<file path="src/rtl/ks_adder_if.sv">
// Operand/result handshake bundle for the pipelined Kogge-Stone adder.
// The slave side is the adder; the master side is the operand source and result consumer.
interface ks_adder_if #(
  parameter int unsigned WIDTH = 64
);
  logic             in_valid;
  logic             in_ready;
  logic [WIDTH-1:0] in_a;
  logic [WIDTH-1:0] in_b;
  logic             in_cin;
  logic             in_sub;
  logic             out_valid;
  logic             out_ready;
  logic [WIDTH-1:0] out_sum;
  logic             out_cout;
  logic             out_ovf;

  modport master (
    output in_valid, in_a, in_b, in_cin, in_sub, out_ready,
    input  in_ready, out_valid, out_sum, out_cout, out_ovf
  );

  modport slave (
    input  in_valid, in_a, in_b, in_cin, in_sub, out_ready,
    output in_ready, out_valid, out_sum, out_cout, out_ovf
  );
endinterface

</file>
<file path="src/rtl/ks_adder_pipe.sv">
// Pipelined Kogge-Stone adder/subtractor with valid/ready flow control and a global stall.
// Carry-in rides in prefix position 0, so G at position i is the carry into bit i.
module ks_adder_pipe #(
  parameter int unsigned WIDTH  = 64,
  parameter int unsigned STAGES = 2
) (
  input logic       clk,
  input logic       rst_n,
  ks_adder_if.slave bus
);
  localparam int unsigned L  = $clog2(WIDTH);
  // Payload: {a_msb, bb_msb, gb_msb, pb[W], P[W], G[W]}
  localparam int unsigned DW = 3 * WIDTH + 3;

  if (WIDTH < 2 || STAGES < 1 || STAGES > L + 1) begin : g_bad_cfg
    $error("ks_adder_pipe: illegal WIDTH=%0d / STAGES=%0d", WIDTH, STAGES);
  end

  // True when a pipeline register follows prefix level lvl.
  function automatic logic is_boundary(int unsigned lvl);
    logic hit;
    hit = 1'b0;
    for (int unsigned k = 1; k < STAGES; k++) begin
      if ((k * (L + 1)) / STAGES == lvl + 1) hit = 1'b1;
    end
    return hit;
  endfunction

  logic [DW-1:0] lvl_o [L+1];
  logic [DW-1:0] lvl_q [L+1];
  logic [L:0]    vld_o;
  logic [L:0]    vld_q;
  logic          stall_c;

  logic             out_valid_d, out_valid_q;
  logic [WIDTH-1:0] out_sum_d, out_sum_q;
  logic             out_cout_d, out_cout_q;
  logic             out_ovf_d, out_ovf_q;

  assign stall_c      = out_valid_q & ~bus.out_ready;
  assign bus.in_ready = ~stall_c;

  for (genvar j = 0; j <= L; j++) begin : g_lvl
    if (j == 0) begin : g_pg
      logic [WIDTH-1:0] bb, gb, pb;
      always_comb begin
        bb = bus.in_sub ? ~bus.in_b : bus.in_b;
        gb = bus.in_a & bb;
        pb = bus.in_a ^ bb;
      end
      assign lvl_o[0] = {bus.in_a[WIDTH-1], bb[WIDTH-1], gb[WIDTH-1], pb,
                         {pb[WIDTH-2:0], 1'b0}, {gb[WIDTH-2:0], bus.in_cin}};
      assign vld_o[0] = bus.in_valid & ~stall_c;
    end else begin : g_prefix
      localparam int unsigned SPAN = 1 << (j - 1);
      logic [WIDTH-1:0] g_in, p_in, g_out, p_out;
      // Positions below SPAN have no partner and pass through.
      always_comb begin
        g_in  = lvl_q[j-1][WIDTH-1:0];
        p_in  = lvl_q[j-1][2*WIDTH-1:WIDTH];
        g_out = g_in;
        p_out = p_in;
        for (int unsigned i = SPAN; i < WIDTH; i++) begin
          g_out[i] = g_in[i] | (p_in[i] & g_in[i-SPAN]);
          p_out[i] = p_in[i] & p_in[i-SPAN];
        end
      end
      assign lvl_o[j] = {lvl_q[j-1][DW-1:2*WIDTH], p_out, g_out};
      assign vld_o[j] = vld_q[j-1];
    end

    if (j < L && is_boundary(j)) begin : g_reg
      logic          v_d, v_q;
      logic [DW-1:0] dat_d, dat_q;
      always_comb begin
        v_d   = stall_c ? v_q : vld_o[j];
        dat_d = (!stall_c && vld_o[j]) ? lvl_o[j] : dat_q;
      end
      always_ff @(posedge clk or negedge rst_n) begin
        if (!rst_n) begin
          v_q   <= 1'b0;
          dat_q <= '0;
        end else begin
          v_q   <= v_d;
          dat_q <= dat_d;
        end
      end
      assign lvl_q[j] = dat_q;
      assign vld_q[j] = v_q;
    end else begin : g_wire
      assign lvl_q[j] = lvl_o[j];
      assign vld_q[j] = vld_o[j];
    end
  end

  logic [WIDTH-1:0] fin_g, fin_pb, sum_c;
  logic             gb_msb, bb_msb, a_msb, cout_c, ovf_c;
  logic             unused_p;

  assign unused_p = ^lvl_q[L][2*WIDTH-1:WIDTH];

  always_comb begin
    fin_g  = lvl_q[L][WIDTH-1:0];
    fin_pb = lvl_q[L][3*WIDTH-1:2*WIDTH];
    gb_msb = lvl_q[L][3*WIDTH];
    bb_msb = lvl_q[L][3*WIDTH+1];
    a_msb  = lvl_q[L][3*WIDTH+2];
    sum_c  = fin_pb ^ fin_g;
    cout_c = gb_msb | (fin_pb[WIDTH-1] & fin_g[WIDTH-1]);
    ovf_c  = (a_msb == bb_msb) && (sum_c[WIDTH-1] != a_msb);
  end

  // Output register: data loads only with a valid result, holds otherwise.
  always_comb begin
    out_valid_d = stall_c ? out_valid_q : vld_q[L];
    out_sum_d   = out_sum_q;
    out_cout_d  = out_cout_q;
    out_ovf_d   = out_ovf_q;
    if (!stall_c && vld_q[L]) begin
      out_sum_d  = sum_c;
      out_cout_d = cout_c;
      out_ovf_d  = ovf_c;
    end
  end

  always_ff @(posedge clk or negedge rst_n) begin
    if (!rst_n) begin
      out_valid_q <= 1'b0;
      out_sum_q   <= '0;
      out_cout_q  <= 1'b0;
      out_ovf_q   <= 1'b0;
    end else begin
      out_valid_q <= out_valid_d;
      out_sum_q   <= out_sum_d;
      out_cout_q  <= out_cout_d;
      out_ovf_q   <= out_ovf_d;
    end
  end

  assign bus.out_valid = out_valid_q;
  assign bus.out_sum   = out_sum_q;
  assign bus.out_cout  = out_cout_q;
  assign bus.out_ovf   = out_ovf_q;
endmodule
</file>
<file path="src/flat_wrapper.sv">
// flat-port wrapper written by rule: the top's interface ports become plain ports
module ks_adder_pipe_flat 
#(
  parameter int unsigned WIDTH  = 64,
  parameter int unsigned STAGES = 2
)
  (clk, rst_n, bus_in_valid, bus_in_a, bus_in_b, bus_in_cin, bus_in_sub, bus_out_ready, bus_in_ready, bus_out_valid, bus_out_sum, bus_out_cout, bus_out_ovf);
  ks_adder_if #(.WIDTH(WIDTH)) bus_i ();
  input logic clk;
  input logic rst_n;
  input wire logic [$bits(bus_i.in_valid)-1:0] bus_in_valid;
  input wire logic [$bits(bus_i.in_a)-1:0] bus_in_a;
  input wire logic [$bits(bus_i.in_b)-1:0] bus_in_b;
  input wire logic [$bits(bus_i.in_cin)-1:0] bus_in_cin;
  input wire logic [$bits(bus_i.in_sub)-1:0] bus_in_sub;
  input wire logic [$bits(bus_i.out_ready)-1:0] bus_out_ready;
  output wire logic [$bits(bus_i.in_ready)-1:0] bus_in_ready;
  output wire logic [$bits(bus_i.out_valid)-1:0] bus_out_valid;
  output wire logic [$bits(bus_i.out_sum)-1:0] bus_out_sum;
  output wire logic [$bits(bus_i.out_cout)-1:0] bus_out_cout;
  output wire logic [$bits(bus_i.out_ovf)-1:0] bus_out_ovf;
  assign bus_i.in_valid = bus_in_valid;
  assign bus_i.in_a = bus_in_a;
  assign bus_i.in_b = bus_in_b;
  assign bus_i.in_cin = bus_in_cin;
  assign bus_i.in_sub = bus_in_sub;
  assign bus_i.out_ready = bus_out_ready;
  assign bus_in_ready = bus_i.in_ready;
  assign bus_out_valid = bus_i.out_valid;
  assign bus_out_sum = bus_i.out_sum;
  assign bus_out_cout = bus_i.out_cout;
  assign bus_out_ovf = bus_i.out_ovf;
  ks_adder_pipe #(.WIDTH(WIDTH), .STAGES(STAGES)) u_core (.clk(clk), .rst_n(rst_n), .bus(bus_i));
endmodule
</file>
<file path="config.mk">
export PLATFORM = sky130hd
export DESIGN_NAME = ks_adder_pipe_flat
export DESIGN_NICKNAME = d
export VERILOG_FILES = /design/src/rtl/ks_adder_if.sv /design/src/rtl/ks_adder_pipe.sv /design/src/flat_wrapper.sv
export SDC_FILE = /design/constraint.sdc
export NUM_CORES = 1
export LEC_CHECK = 0
export ABC_CLOCK_PERIOD_IN_PS = 4600
export CAP_MARGIN = 10
export CORE_ASPECT_RATIO = 0.75
export CORE_MARGIN = 1
export CORE_UTILIZATION = 55
export CTS_BUF_LIST = sky130_fd_sc_hd__clkbuf_4 sky130_fd_sc_hd__clkbuf_8
export DETAILED_ROUTE_END_ITERATION = 8
export MAX_ROUTING_LAYER = met4
export PLACE_DENSITY = 0.77
export SLEW_MARGIN = 5
export SYNTH_ARGS = -nofsm -noshare
export SYNTH_HDL_FRONTEND = slang
export SYNTH_SLANG_ARGS = --single-unit
</file>
<file path="constraint.sdc">
create_clock -name clk -period 4.6 [get_ports clk]
set_input_delay 0.46 -clock clk [delete_from_list [all_inputs] [get_ports clk]]
set_output_delay 0.46 -clock clk [all_outputs]
set_load 0.05 [all_outputs]
</file>
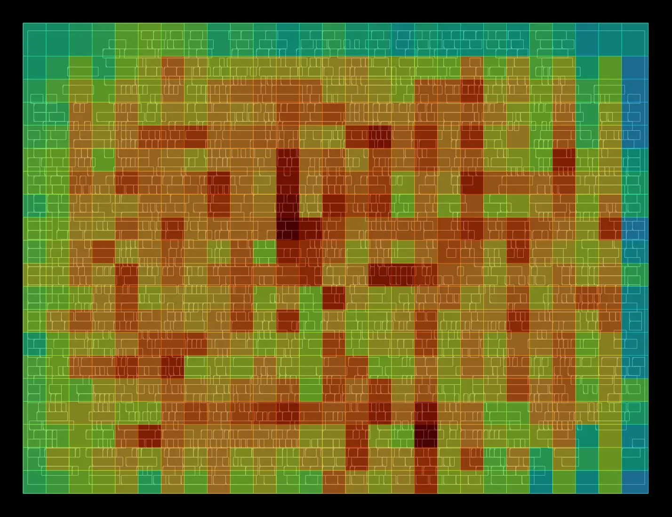
(run_1/congestion_map.png)
layer with the highest usage: met1
Tot GR Track Use: 0.315
GR Util met1: 0.465

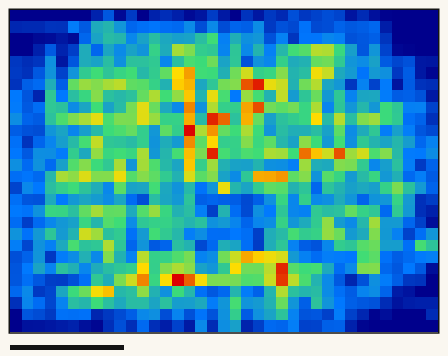
(run_1/route_heat.png)
Bar = 50 µm. 37 x 28 tiles, from dark blue (low) to red (high), scaled to the fullest tile. Values are wire area over tile area, all layers added.
22% of the tiles are over half the peak. 4.8% of the tiles are nearly empty. The mean over all tiles is 0.25. The fullest tile reaches 0.70. The densest ninth of the die: centre.
DR vias: 12511
final wirelength: 39900 µm
Routed WL per cell: 18.8 µm

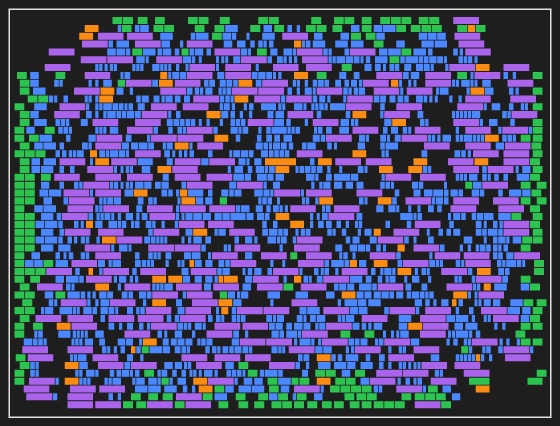
(run_1/class_map.png)
Key: blue = remaining logic cells [cells 1234]; purple = registers [cells 259]; orange = clock drivers and dummy loads [cells 74]; green = remaining buffers and delay cells [cells 212]
flop share of the area: 0.377
# rows: 50
final instance area: 0.0172 mm²
core area: 0.0251 mm²
post-layout util: 0.683

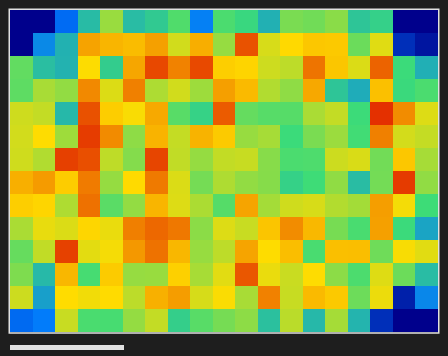
(run_1/util_map.png)
Bar = 50 µm. 19 x 14 tiles, from dark blue (low) to red (high), 0 to 100% covered.
The fullest tile reaches 95%. The mean over all tiles is 63%. 30% of the tiles are over 75% full. 2.6% of the tiles are nearly empty.
FP Util: 0.564

==> out/results.txt, run 1 <==
Synth top cells by count -> nand2_1, dfrtp_1, a21oi_1
Unique cell types -> 51
Clock Sinks -> 259
PortBufs -> 201
Worst r2r src -> u_core.g_lvl[2].g_reg.dat_q[2]
Die H -> 141 µm
Critical Path AT -> 2.14 ns
Post-synth EDFFs -> 0
Post-CTS Hold Buffers -> 1
Logic share of the area -> 0.422
Top Layout Cells -> nand2_1, dfrtp_1, clkdlybuf4s50_1, a21oi_1, xor2_1
Post-detailed-route count of antenna-violating nets -> 0
CTS tree -> done
# resized after CTS -> 0
Final period util -> 0.565
CTS buffer count -> 41
CTS H-tree lvls -> 2
Overall Power -> 9.06 mW
Final TNS setup -> 0 ns
Drt initial violations -> 1203
Pre-CTS setup slack -> 1.63 ns
Setup Skew -> 0.0245 ns
Finished Layout Cells -> 2117
Hold WS -> 0.470 ns
Layout non-clock buf frac -> 0.123
Initial antenna violation count -> 0
Clkbuf count -> 66
DP HPWL -> 28400 µm
Via density -> 5.91
Final hold violations -> 0
Placer Congestion -> 0.957
Ys cells -> 1607
Slew at the pin closest to its max-slew limit -> 1.12 ns
Leak Pwr -> 7.69 nW
Largest net degree at the start of global routing -> 110
Yosys chip area -> 0.0142 mm²
TAP cells -> 338
Most frequent logic cell in the layout -> nand2_1
Flops -> 259
DP Area -> 0.0163 mm²
Largest cell class by area -> logic gates
First-pass iteration count of the detailed router -> 5
Async SR Flop Fraction -> 1.00
Power Density -> 527 mW/mm²
Synthesized area -> 0.0142 mm²
Slew Limit Fails -> 0
Relative slew slack -> 0.256
Clk slew on worst S/H paths -> 0.06 ns
Worst EP required -> 4.14 ns
DRC viols -> 0
Synth top area cells -> dfrtp_1, nand2_1, ha_1, xor2_1, a21oi_1
Worst Hold Launch -> u_core.bus.out_cout
First-pass GRT wire length -> 63700 µm
MI comb area -> 0.00724 mm²
R2r worst-path depth -> 6
Yosys warning count -> 0
Max VDD drop -> 0.398 mV
CP max FO -> 7
Vias in the first global route -> 11790
Die area -> 0.0264 mm²
Nonclk buf count -> 212
Seq share, synth -> 0.457
Max clock buf depth -> 3
# nets final -> 1947
CP startpoint kind -> input port
#FFs+latches synth -> 259
Syn Inst Count -> 1607
Remaining Overflow, GRT -> 0
N_diodes -> 0
Fillers -> 2018
Hold Path Class -> reg -> reg
Io pins -> 202
Floorplan Nets -> 1806
Unrepaired setup endpoints after global routing -> false
Clock-cell share -> 0.0525
Status -> completed
Seq. cell area -> 0.00648 mm²
Post-CTS Setup Bufs -> 0
Max-cap violations -> 0
Top-area cell share -> 0.457
Inverters -> 5
Max Clk Rate -> 385 MHz
Mi-comb count -> 1229
Fin worst setup slack -> 2.00 ns
Tmin final -> 2.60 ns
Most common cell in the netlist -> nand2_1
Main flop type -> dfrtp_1
Placed Cells -> 2042
Setup-failing EPs final -> 0
Layout cell share with drive strength beyond 1 -> 0.0568
Nature of the critical path endpoint -> primary output
Area grow syn2layout -> 21.2%
Setup CP Type -> in -> out
Syn avg cell area -> 8.82 µm²
Clock root buffer -> clkbuf_8
Die Wd -> 187 µm
Leading area contributor after synthesis -> dfrtp_1
Clk_lat worst skew -> 0.55 ns
Setup crit start -> bus_out_ready
Tool Warnings -> 32
Hold path depth -> 2
[run 1: report_power, final]
group          internal [mW]  leakage (nW)  switching, mW
clock network           1.21         0.481          0.937
registers               2.85          3.22          0.519
logic                   1.26          3.99           2.29
total                   5.31          7.69           3.74
[run 1: flip-flops by register name, summed over array words and instances, names as in the netlist]
name                      cells
u_core.bus.out_ovf            1
u_core.bus.out_sum           64
u_core.g_lvl.g_reg.dat_q    191
u_core.bus.out_cout           1
u_core.bus.out_valid          1
u_core.g_lvl.g_reg.v_q        1
[run 1: critical path, cell delays in order]
cell and delay (ns):
clkdlybuf4s50_1 0.45, nand2b_1 0.33, clkdlybuf4s50_1 0.90
[run 1: per-layer routing]
| metal | track usage | part of all wire |
|---|---|---|
| met2 | 0.442 | 0.42 |
| met5 | - | 0 |
| met4 | 0.0828 | 0.021 |
| met3 | 0.0612 | 0.084 |
| met1 | 0.465 | 0.47 |
[run 1: worst paths after layout]
check                                              endpoint  slack (ns)
min reg2reg                             u_core.bus.out_cout        0.47
min                                     u_core.bus.out_cout        0.47
max in group asynchronous  u_core.g_lvl[2].g_reg.dat_q[102]        3.01
min in group asynchronous                u_core.bus.out_ovf        0.53
max                                            bus_in_ready        2.00
max reg2reg                          u_core.bus.out_sum[46]        2.12
[run 1: cells by family (layout without fill, tap and decap cells)]
| logic type | Yosys count | in the layout | share of synthesized area |
|---|---|---|---|
| multiplexers | 3 | 3 | 0.00212 |
| XOR/XNOR | 117 | 117 | 0.0723 |
| buffers and inverters | 119 | 291 | 0.0332 |
| AND/OR/NAND/NOR | 618 | 618 | 0.194 |
| AND-OR/OR-AND | 426 | 426 | 0.184 |
| adder cells (fa/ha/maj) | 65 | 65 | 0.0574 |
| flip-flops | 259 | 259 | 0.457 |
==> run_1/sizing.png <==
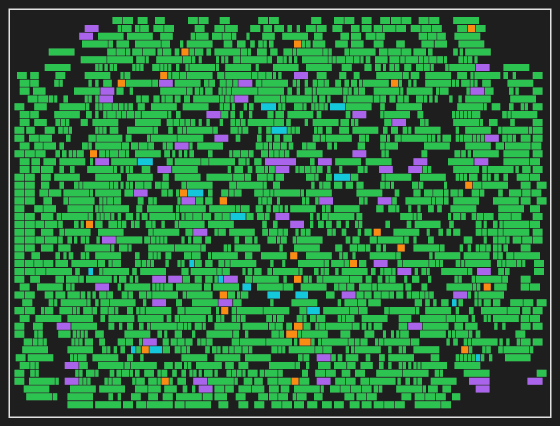

## Run 2: what changed since run 1
--- a/config.mk
+++ b/config.mk
@@ -5,7 +5,7 @@
 export SDC_FILE = /design/constraint.sdc
 export NUM_CORES = 1
 export LEC_CHECK = 0
-export ABC_CLOCK_PERIOD_IN_PS = 4600
+export ABC_CLOCK_PERIOD_IN_PS = 2600
 export CAP_MARGIN = 10
 export CORE_ASPECT_RATIO = 0.75
 export CORE_MARGIN = 1
==> constraint.sdc (replaced) <==
create_clock -name clk -period 2.6 [get_ports clk]
set_input_delay 0.26 -clock clk [delete_from_list [all_inputs] [get_ports clk]]
set_output_delay 0.26 -clock clk [all_outputs]
set_load 0.05 [all_outputs]
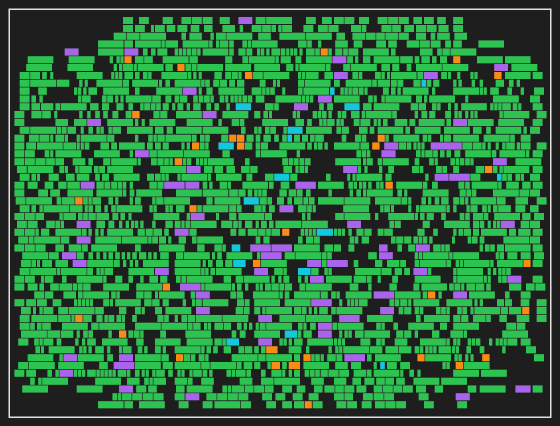
(run_2/sizing.png)
Key: purple = x6 and larger [cells 69]; orange = x3 and x4 [cells 35]; green = x1 and smaller [cells 1678]; cyan = x2 [cells 17]

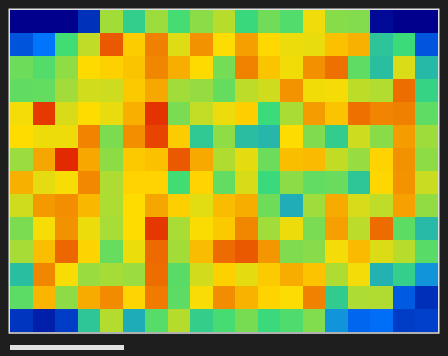
(run_2/util_map.png)
Bar = 50 µm. 19 x 14 tiles, from dark blue (low) to red (high), 0 to 100% covered.
35% of the tiles are over 75% full. 1.9% of the tiles are nearly empty. The fullest tile reaches 95%.
post-layout util: 0.695

==> out/results.txt, run 2 <==
N_diodes -> 0 (unchanged)
Unrepaired setup endpoints after global routing -> false (unchanged)
Placed Cells -> 2061 (was 2042)
CTS buffer count -> 42 (was 41)
Floorplan Nets -> 1806 (unchanged)
Clock Sinks -> 259 (unchanged)
Clock root buffer -> clkbuf_8 (unchanged)
Core area -> 0.0251 mm² (unchanged)
Leading area contributor after synthesis -> dfrtp_1 (unchanged)
Hold Path Class -> in -> async (was reg -> reg)
Most common cell in the netlist -> nand2_1 (unchanged)
Syn Inst Count -> 1607 (unchanged)
Tot GR Track Use -> 0.319 (was 0.315)
M2 GR Usage -> 0.469 (was 0.442)
DRC viols -> 0 (unchanged)
Clk_lat worst skew -> 0.55 ns (about the same)
Finished Layout Cells -> 2137 (was 2117)
Unique cell types -> 51 (unchanged)
Slew Limit Fails -> 0 (unchanged)
Slowest-stage cell, CP -> clkdlybuf4s50_1 (unchanged)
Synthesized area -> 0.0142 mm² (unchanged)
Max clock buf depth -> 3 (unchanged)
Top Layout Cells -> nand2_1, dfrtp_1, clkdlybuf4s50_1, a21oi_1, xor2_1 (unchanged)
Worst r2r src -> u_core.g_lvl[2].g_reg.dat_q[19] (was u_core.g_lvl[2].g_reg.dat_q[2])
Main flop type -> dfrtp_1 (unchanged)
PortBufs -> 201 (unchanged)
Status -> completed (unchanged)
Max Clk Rate -> 425 MHz
Layout cell share with drive strength beyond 1 -> 0.0673 (was 0.0568)
Die Wd -> 187 µm (unchanged)
Initial antenna violation count -> 0 (unchanged)
WP buf/inv -> 1 (was 2)
Synth top cells by count -> nand2_1, dfrtp_1, a21oi_1 (unchanged)
Pre-CTS setup slack -> 0.335 ns (was 1.63 ns)
Tmin final -> 2.35 ns
Max layer used -> met4 (unchanged)
Final wirelength -> 40700 µm (was 39900 µm)
Io pins -> 202 (unchanged)
Critical R2R Capture -> u_core.bus.out_ovf (was u_core.bus.out_sum[46])
Synth top area cells -> dfrtp_1, nand2_1, ha_1, xor2_1, a21oi_1 (unchanged)
GR Util met1 -> 0.460 (was 0.465)
Seq. cell area -> 0.00648 mm² (unchanged)
CTS tree -> done (unchanged)
Leak Pwr -> 7.83 nW (was 7.69 nW)
# nets final -> 1967 (was 1947)
MI comb area -> 0.00724 mm² (unchanged)
Top-area cell share -> 0.457 (unchanged)
Die H -> 141 µm (unchanged)
Most frequent logic cell in the layout -> nand2_1 (unchanged)
Via density -> 5.91 (about the same)
Wl on met1 -> 18900 µm (was 18800 µm)
Yosys chip area -> 0.0142 mm² (unchanged)
Post-synth EDFFs -> 0 (unchanged)
Hold WS -> 0.265 ns (was 0.470 ns)
Async SR Flop Fraction -> 1.00 (unchanged)
Worst EP required -> 2.34 ns (was 4.14 ns)
Critical Path Stages -> 2 (was 3)
Relative slew slack -> 0.603 (was 0.256)
FP Util -> 0.564 (unchanged)
Vias in the first global route -> 11960 (was 11790)
Crit-path cells -> nand2b_1, clkdlybuf4s50_1 (was clkdlybuf4s50_1, nand2b_1, clkdlybuf4s50_1)
Max-cap violations -> 0 (unchanged)
Top reg by flops -> u_core.g_lvl.g_reg.dat_q (unchanged)
Ys cells -> 1607 (unchanged)
Fin worst setup slack -> 0.250 ns (was 2.00 ns)
Max VDD drop -> 0.951 mV (was 0.398 mV)
Largest net degree at the start of global routing -> 67 (was 110)
Worst reg2reg setup slack -> 0.27 ns (was 2.12 ns)
GR Layer Usage met3 -> 0.0580 (was 0.0612)
Nature of the critical path endpoint -> primary output (unchanged)
Clk slew on worst S/H paths -> 0.06 ns (about the same)
Yosys warning count -> 0 (unchanged)
DR vias -> 12636 (was 12511)
DP HPWL -> 30000 µm (was 28400 µm)
R2r worst-path depth -> 9 (was 6)
Setup Skew -> 0.0181 ns (was 0.0245 ns)
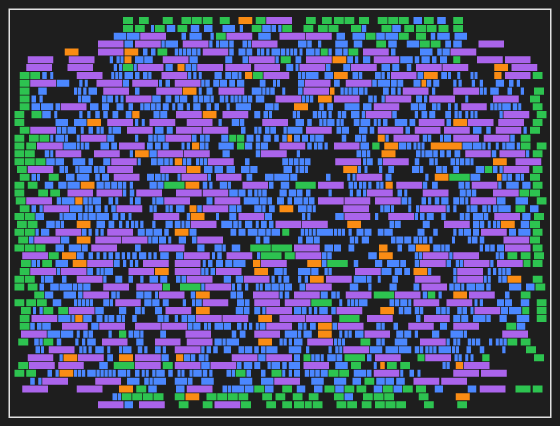
(run_2/class_map.png)
Key: purple = registers [cells 259]; blue = remaining logic cells [cells 1234]; green = remaining buffers and delay cells [cells 231]; orange = clock drivers and dummy loads [cells 75]
final instance area: 0.0175 mm²
flop share of the area: 0.371

[run 2: cell counts after synthesis]
Identical to the previous run, type by type.
[run 2: cell families (layout without fill, tap and decap cells)]
logic type               count (synthesis)  after routing  synth area share
AND-OR/OR-AND                          426            426             0.184
multiplexers                             3              3           0.00212
XOR/XNOR                               117            117            0.0723
flip-flops                             259            259             0.457
buffers and inverters                  119            311            0.0332
adder cells (fa/ha/maj)                 65             65            0.0574
AND/OR/NAND/NOR                        618            618             0.194
[run 2: power by group]
group	total, mW	internal, mW	switching [mW]
logic	6.39	2.31	4.08
clock network	3.78	2.13	1.65
registers	5.97	5.04	0.931
total	16.1	9.48	6.66
[run 2: worst min-delay path by stage]
| stage | to | slack, ns | start | cells after the start |
|---|---|---|---|---|
| global placement | u_core.bus.out_cout | 0.25 | rst_n | 1 |
| finish | u_core.bus.out_ovf | 0.26 | rst_n | 2 |
| detailed placement | u_core.bus.out_cout | 0.25 | rst_n | 1 |
| global route | u_core.bus.out_ovf | 0.29 | rst_n | 2 |
| floorplan | u_core.bus.out_cout | -0.04 | rst_n | 0 |
| CTS | u_core.bus.out_cout | 0.27 | rst_n | 2 |
[run 2: final cells by class]
cell class / instances / share of cell area
tap: 338 / 0.0242
inverter: 5 / 0.00107
clock inverter: 9 / 0.00451
timing repair buffer: 231 / 0.138
sequential: 259 / 0.371
multi-input combinational: 1229 / 0.414
clock buffer: 66 / 0.0473
[run 2: worst register-to-register path: stages, from the launching register on]
cell	delay, ns
dfrtp_1	0.41
a211oi_1	0.31
o21ai_2	0.14
a22oi_1	0.17
o21ai_1	0.19
a221o_1	0.38
ha_1	0.35
nor2_1	0.12
a21oi_1	0.05
o21ai_1	0.13
[run 2: timing repair]
action                    CTS  global route
hold endpoints to repair   61             0
hold buffers                1             0
gates resized               0             0
buffers inserted            0             0
==> run_2/route_heat.png <==
Bar = 50 µm. 37 x 28 tiles, from dark blue (low) to red (high), scaled to the fullest tile. Values are wire area over tile area, all layers added.
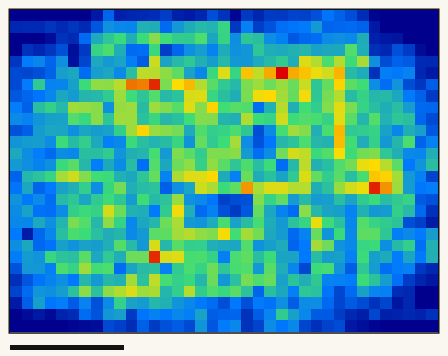

## Run 3: what changed since run 2
--- a/config.mk
+++ b/config.mk
@@ -5,7 +5,7 @@
 export SDC_FILE = /design/constraint.sdc
 export NUM_CORES = 1
 export LEC_CHECK = 0
-export ABC_CLOCK_PERIOD_IN_PS = 2600
+export ABC_CLOCK_PERIOD_IN_PS = 2700
 export CAP_MARGIN = 10
 export CORE_ASPECT_RATIO = 0.75
 export CORE_MARGIN = 1
==> constraint.sdc (replaced) <==
create_clock -name clk -period 2.7 [get_ports clk]
set_input_delay 0.27 -clock clk [delete_from_list [all_inputs] [get_ports clk]]
set_output_delay 0.27 -clock clk [all_outputs]
set_load 0.05 [all_outputs]
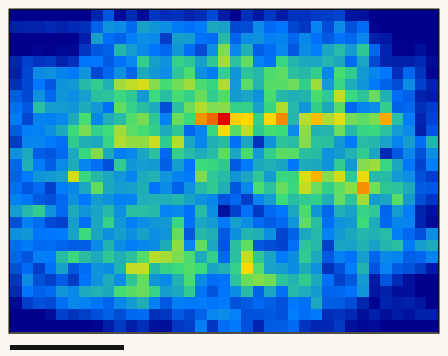
(run_3/route_heat.png)
Bar = 50 µm. 37 x 28 tiles, from dark blue (low) to red (high), scaled to the fullest tile. Values are wire area over tile area, all layers added.
The fullest tile reaches 0.85. 12% of the tiles are over half the peak. The mean over all tiles is 0.25.

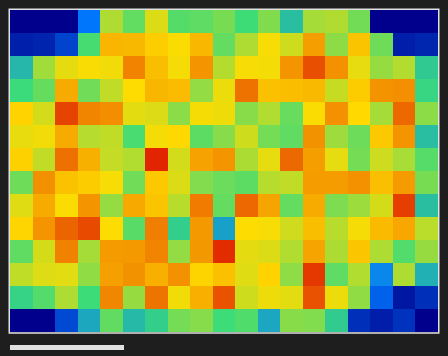
(run_3/util_map.png)
Bar = 50 µm. 19 x 14 tiles, from dark blue (low) to red (high), 0 to 100% covered.
The mean over all tiles is 64%. 34% of the tiles are over 75% full. The fullest tile reaches 96%.

==> out/results.txt, run 3 <==
Drt initial violations -> 1091 (was 1104)
Met3 WL -> 3790 µm (was 3260 µm)
Layout cell share with drive strength beyond 1 -> 0.0641 (was 0.0673)
Synth top area cells -> dfrtp_1, nand2_1, ha_1, xor2_1, a21oi_1 (unchanged)
Hold Path Class -> in -> async (unchanged)
DR vias -> 12653 (was 12636)
Leading area contributor after synthesis -> dfrtp_1 (unchanged)
Power Density -> 890 mW/mm² (was 924 mW/mm²)
Yosys warning count -> 0 (unchanged)
Tmin final -> 2.36 ns
Tot GR Track Use -> 0.325 (was 0.319)
CTS tree -> done (unchanged)
Top Layout Cells -> nand2_1, dfrtp_1, clkdlybuf4s50_1, a21oi_1, xor2_1 (unchanged)
Max VDD drop -> 0.710 mV (was 0.951 mV)
CTS buffer count -> 42 (unchanged)
Post-CTS Setup Bufs -> 0 (unchanged)
Post-detailed-route count of antenna-violating nets -> 0 (unchanged)
Async SR Flop Fraction -> 1.00 (unchanged)
Status -> completed (unchanged)
Power share of the combinational group -> 0.397 (was 0.396)
Worst reg2reg setup slack -> 0.40 ns (was 0.27 ns)
DRC viols -> 0 (unchanged)
Slew Limit Fails -> 0 (unchanged)
Leak Pwr -> 7.78 nW (was 7.83 nW)
Floorplan Nets -> 1806 (unchanged)
Die Wd -> 187 µm (unchanged)
Wl on met1 -> 18700 µm (was 18900 µm)
Main flop type -> dfrtp_1 (unchanged)
Via density -> 5.93 (was 5.91)
Unique cell types -> 51 (unchanged)
Relative slew slack -> 0.554 (was 0.603)
Flop pwr share -> 0.372 (was 0.370)
Clk_lat worst skew -> 0.56 ns (was 0.55 ns)
Max layer used -> met4 (unchanged)
CTS H-tree lvls -> 2 (unchanged)
Finished Layout Cells -> 2132 (was 2137)
Largest net degree at the start of global routing -> 74 (was 67)
Final wirelength -> 40800 µm (was 40700 µm)
Synthesized area -> 0.0142 mm² (unchanged)
Fin worst setup slack -> 0.343 ns (was 0.250 ns)
Most common cell in the netlist -> nand2_1 (unchanged)
Most frequent logic cell in the layout -> nand2_1 (unchanged)
Core area -> 0.0251 mm² (unchanged)
Unrepaired setup endpoints after global routing -> false (unchanged)
Setup Skew -> 0.0253 ns (was 0.0181 ns)
Setup-failing EPs final -> 0 (unchanged)
Worst r2r src -> u_core.g_lvl[2].g_reg.dat_q[83] (was u_core.g_lvl[2].g_reg.dat_q[19])
Die H -> 141 µm (unchanged)
First-pass iteration count of the detailed router -> 5 (unchanged)
Clock root buffer -> clkbuf_8 (unchanged)
Max clock buf depth -> 3 (unchanged)
Placer Congestion -> 0.947 (was 0.919)
Post-CTS Hold Buffers -> 1 (unchanged)
Pre-CTS setup slack -> 0.457 ns (was 0.335 ns)
Final TNS setup -> 0 ns (unchanged)
Top-area cell share -> 0.457 (unchanged)
Psw -> 6.43 mW (was 6.66 mW)
# resized after CTS -> 0 (unchanged)
Io pins -> 202 (unchanged)
Seq share, synth -> 0.457 (unchanged)
Final instance area -> 0.0174 mm² (was 0.0175 mm²)
Remaining Overflow, GRT -> 0 (unchanged)
Syn avg cell area -> 8.82 µm² (unchanged)
DP Area -> 0.0165 mm² (was 0.0166 mm²)
Met2 routed WL -> 17500 µm (was 17900 µm)
Max FFs per register -> 191 (unchanged)
Top reg by flops -> u_core.g_lvl.g_reg.dat_q (unchanged)
DP HPWL -> 29700 µm (was 30000 µm)
Setup crit start -> u_core.bus.out_valid (unchanged)
Final period util -> 0.873
Critical R2R Capture -> u_core.bus.out_ovf (unchanged)
Critical Path AT -> 2.09 ns (about the same)
CP max FO -> 7 (unchanged)
Synth top cells by count -> nand2_1, dfrtp_1, a21oi_1 (unchanged)
#FFs+latches synth -> 259 (unchanged)
Clk slew on worst S/H paths -> 0.06 ns (about the same)
P_int -> 9.03 mW (was 9.48 mW)
Tool Warnings -> 26 (unchanged)
Overall Power -> 15.5 mW (was 16.1 mW)
Setup CP Type -> reg -> out (unchanged)
Placed Cells -> 2057 (was 2061)
Syn Inst Count -> 1607 (unchanged)
Post-synth EDFFs -> 0 (unchanged)
Clk network pwr share -> 0.231 (was 0.234)
R2r worst-path depth -> 9 (unchanged)
# nets final -> 1963 (was 1967)
PortBufs -> 201 (unchanged)
Nature of the critical path endpoint -> primary output (unchanged)
Yosys chip area -> 0.0142 mm² (unchanged)
Worst EP required -> 2.43 ns (was 2.34 ns)
Initial antenna violation count -> 1 (was 0)
Die area -> 0.0264 mm² (unchanged)
Max Clk Rate -> 424 MHz
# rows -> 50 (unchanged)
Slew at the pin closest to its max-slew limit -> 0.668 ns (was 0.592 ns)
Max-cap violations -> 0 (unchanged)
Clock Sinks -> 259 (unchanged)
First-pass GRT wire length -> 66100 µm (was 65000 µm)
CP startpoint kind -> flip-flop (unchanged)
FP Util -> 0.564 (unchanged)
Routed WL per cell -> 19.1 µm (was 19.0 µm)
Vias in the first global route -> 12201 (was 11960)
Sw frac -> 0.416 (was 0.413)
Ys cells -> 1607 (unchanged)
Final hold violations -> 0 (unchanged)
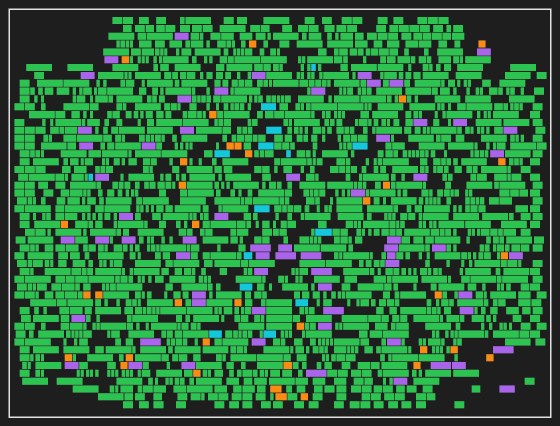
(run_3/sizing.png)
Key: orange = x3 and x4 [cells 35]; cyan = x2 [cells 15]; green = x1 and smaller [cells 1678]; purple = x6 and larger [cells 65]
nonclk buf count: 227
area grow syn2layout: 22.5%

## run 3: cell families after synthesis
family / share of synthesized area
adder cells (fa/ha/maj): 0.0574
flip-flops: 0.457
multiplexers: 0.00212
AND-OR/OR-AND: 0.184
XOR/XNOR: 0.0723
buffers and inverters: 0.0332
AND/OR/NAND/NOR: 0.194
## run 3: worst max path at each step
stage,to,cells past startpoint
6_report,bus_in_ready,2
5_1_grt,bus_in_ready,2
4_1_cts,bus_in_ready,2
3_5_place_dp,u_core.bus.out_ovf,9
3_3_place_gp,u_core.bus.out_ovf,9
2_1_floorplan,u_core.g_lvl[2].g_reg.dat_q[60],9
## run 3: critical path, stage by stage, from the launching register on
cell and delay [ns]:
dfrtp_1 0.38, nand2b_1 0.29, clkdlybuf4s50_1 0.87
## run 3: stage by stage
step,util,hold WS [ns]
after floorplan,-,-0.0256
after global placement,0.655,0.286
after detailed placement,0.655,0.280
after CTS,0.691,0.308
after global routing,0.691,0.340
final,0.691,0.300
## run 3: area by class of cell
type	count	area [µm²]
clock buffers	67	841
diodes	1	2.50
inverters	5	18.8
fillers	2019	7780
multi-input cells	1229	7240
repair buffers	227	2320
well taps	338	423
flip-flops and latches	259	6480
clock inverters	6	38.8
## run 3: layer usage
layer  vias to the layer above  track usage
li1                       5951            -
met1                      6040        0.469
met3                        71       0.0695
met5                         -            -
met4                         0       0.0841
met2                       591        0.463
## run 3: power groups by stage
stage               sequential [mW]  clock, mW  combinational (mW)
floorplan                      7.16          0                2.37
global placement               5.74          0                5.99
detailed placement             5.76          0                6.07
CTS                            5.72       3.59                6.11
global route                   5.86       3.80                6.57
finish                         5.74       3.58                6.14
Power figures rest on the tool's default switching activity, not on a simulated workload.
